==> config.mk <==
export PLATFORM = sky130hd
export DESIGN_NAME = spi_frame_engine
export DESIGN_NICKNAME = d
export VERILOG_FILES = /design/src/rtl/spi_frame_engine.sv
export SDC_FILE = /design/constraint.sdc
export NUM_CORES = 1
export LEC_CHECK = 0
export CORE_MARGIN = 8
export CORE_UTILIZATION = 60
export DETAILED_ROUTE_END_ITERATION = 8
export DONT_BUFFER_PORTS = 1
export HOLD_SLACK_MARGIN = 0.15
export PLACE_DENSITY = 0.79
export SETUP_SLACK_MARGIN = 0.3
export SLEW_MARGIN = 20
export SYNTH_ARGS = -nofsm -noshare
export SYNTH_HDL_FRONTEND = slang
export SYNTH_SLANG_ARGS = --single-unit
==> constraint.sdc <==
create_clock -name clk -period 1.97 [get_ports clk]
set_input_delay 0.394 -clock clk [delete_from_list [all_inputs] [get_ports clk]]
set_output_delay 0.394 -clock clk [all_outputs]
set_load 0.01 [all_outputs]
**Clock routing**

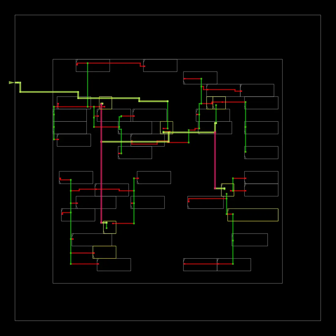
clock buffer count from CTS: 5
Late-Pin Clk Latency: 0.33 ns
Flops: 33
power in the clock group: 0.524 mW
clkbuf count: 7

**Wiring by layer**

(4 px per micron)
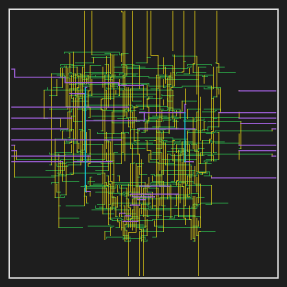
Key: green = met1 [wire length 1430 microns]; cyan = met4 [wire length 38.1 microns]; yellow = met2 [wire length 1700 microns]; purple = met3 [wire length 331 microns]
all-layer global routing usage: 0.162
Avg WL per Cell: 17.4 microns
final wirelength: 3510 microns
routed vias: 1226

**Routed clock nets over the placement**

(8 px per micron)
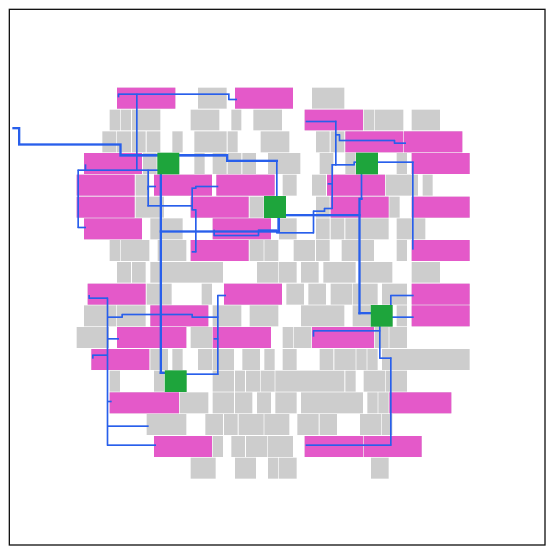
Key: magenta = flip-flops [count 33]; green = cells driving clock nets [count 5]; blue = clock wires [length 368 microns]
There are 6 routed clock nets.
Layout Skew: 0.00917 ns
Clock power frac: 0.414

**Metal 3**

(8 px per micron)
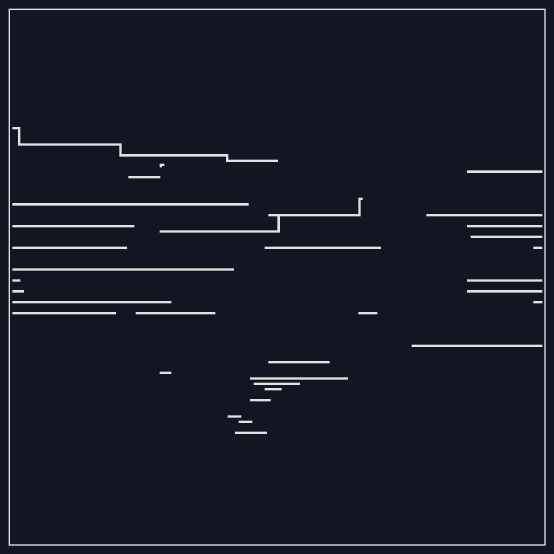
The longest straight run is 29.2 microns. The layer carries 331 microns of wire. 29 nets have wire on it. The layer holds 9.4% of the routed length. The wires run mostly horizontal.
grt met3 use: 0.0654

**Gate families picked out**

(4 px per micron)
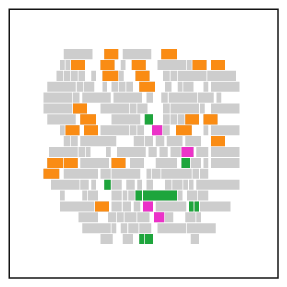
Key: orange = multiplexers [cells 23, most used mux2i_1]; magenta = AND-OR and OR-AND gates [cells 4, most used o21a_1]; green = NAND gates [cells 9]
Commonest Layout Cell: dfxtp_1
Non-Filler Instances: 201
logic share of the area: 0.493

==> qor.yml <==
status: "completed"
syn_area_per_cell_sq_um: 9.27
taps: 30
syn-num-nets: 182
cts_sinks: 33
p_switching_mw: 0.260
diodes: 0
fin_crit_sh: 0.844
logic_area_sq_um: 838
warning_count: 29
clk_share: 0.0501
edf_count: 0
drive_gt1_frac: 0.193
drv_cap: 0
cts_tree: "done"
power.density_mw_per_mm2: 744
fill_cells: 196
ys_seq_frac: 0.427
largest_cell_class: "logic gates"
die_h_microns: 66.8
gp_congestion: 0.828
core_region_area_sq_mm: 0.00245
mostFrequentLayoutCells: "29 x dfxtp_1, 21 x nor2_1, 17 x nor3_1, 16 x mux2i_1, 12 x a21oi_1"
cts_resized: 8
inverters_excl_clock: 5
seq_share: 0.395
grt_first_pass_wirelength_microns: 5620
relSlewSlack: 0.574
worst_ep_arrival_time_ns: 1.90
hold_viol_final: 0
hold_depth: 1
cts_setup_buffers: 0
crit_chain: "ha_4, nand4b_4, or4_4, buf_6, mux2i_1, nor2_1"
sw_frac_of_total: 0.206
ios: 33
portBuffers: 0
remaining_drc_errors: 0
final_util: 0.692
die_x_microns: 66.8
reg2regPathDepth: 6
seq_power_share: 0.540
flop_cell: "dfxtp_1"
synth_cells: 167
dr.pass1.iters: 5
final_nets: 185
p_leak_nw: 0.660
p_comb_mw: 0.0574
worst_pin_slew_ns: 0.634
clockBufferDepth: 2
cpPeakStageDelay_ns: 0.51
ys_async_sr_fraction: 0
grt_pass1_vias: 1262
grt_antenna_before_repair: 0
critical_path_cell_count: 6
cp_data_required_time_ns: 2.20
ir_drop_v: 0.000654
drt_iter0_markers: 87
worst-setup-path-type: "reg2reg"
pg_seq_mw: 0.683
ff_latch_area_sq_um: 671
vias_per_cell: 6.10
detail-route-antenna-nets: 0
p_int_mw: 1.00
p_comb_frac: 0.045
crit_fanout: 9
cts.clk_slew.worst_paths_ns: 0.10
ys.flops: 33
power_leader: "sequential cells"
cp-end-kind: "flip-flop"
overflow: 0
max_freq_ghz: 0.602
ys.warnings.count: 0
fin_tns_setup_ns: 0
cp_num_buf_inv: 1
initCoreUtil: 0.630
ys_cells: 167
cts_root_buffer: "clkbuf_4"
syn-cell-area_sq_mm: 0.00155
rows: 18
crit_family: "simple AND/OR/NAND/NOR gates"
ys_area_sq_mm: 0.00155
grt_max_degree: 28
rrSetupSlack_ns: 0.31
drv_slew: 0
netlist-cell-type-count: 39
[routing by layer]
layer  up-vias  part of all wire  track usage
met3         5             0.094       0.0654
met5         -                 0            0
met2        47              0.49        0.271
met4         0             0.011       0.0667
met1       573              0.41        0.178
li1        601                 -            -
[kinds of logic after synthesis]
family | count (synthesis) | synth area share
simple gates | 63 | 0.230
flops | 33 | 0.427
compound gates | 30 | 0.124
mux | 23 | 0.154
buf+inv | 15 | 0.0461
xor+xnor | 2 | 0.0113
fa+ha+maj | 1 | 0.00808
[through the flow]
step / total power, mW / worst slack [ns] / hold slack (ns) / area, sq um / cells
global placement: 0.753 / 0.236 / 0.460 / 1570 / 192
CTS: 1.27 / 0.310 / 0.112 / 1680 / 200
detailed placement: 0.756 / 0.152 / 0.472 / 1570 / 192
global route: 1.31 / 0.240 / 0.0903 / 1700 / 201
floorplan: 0.753 / 0.300 / 0.446 / 1550 / 167
finish: 1.26 / 0.308 / 0.118 / 1700 / 201
[cell usage after synthesis (2+ instances only)]
| master | n | area (sq um) |
|---|---|---|
| dfxtp_1 | 33 | 661 |
| nor2_1 | 21 | 78.8 |
| nor3_1 | 17 | 85.1 |
| mux2i_1 | 16 | 160 |
| a21oi_1 | 12 | 60.1 |
| mux2_2 | 7 | 78.8 |
| nor2b_1 | 7 | 43.8 |
| clkbuf_1 | 5 | 18.8 |
| inv_1 | 5 | 18.8 |
| o211ai_1 | 5 | 37.5 |
| buf_2 | 3 | 15.0 |
| nand2_1 | 3 | 11.3 |
| nand2b_1 | 3 | 18.8 |
| nand3_1 | 2 | 10.0 |
| o21a_1 | 2 | 15.0 |
| o21ai_0 | 2 | 10.0 |
| or2_2 | 2 | 12.5 |
No activity file was given, so power comes from the tool's default toggle rates.
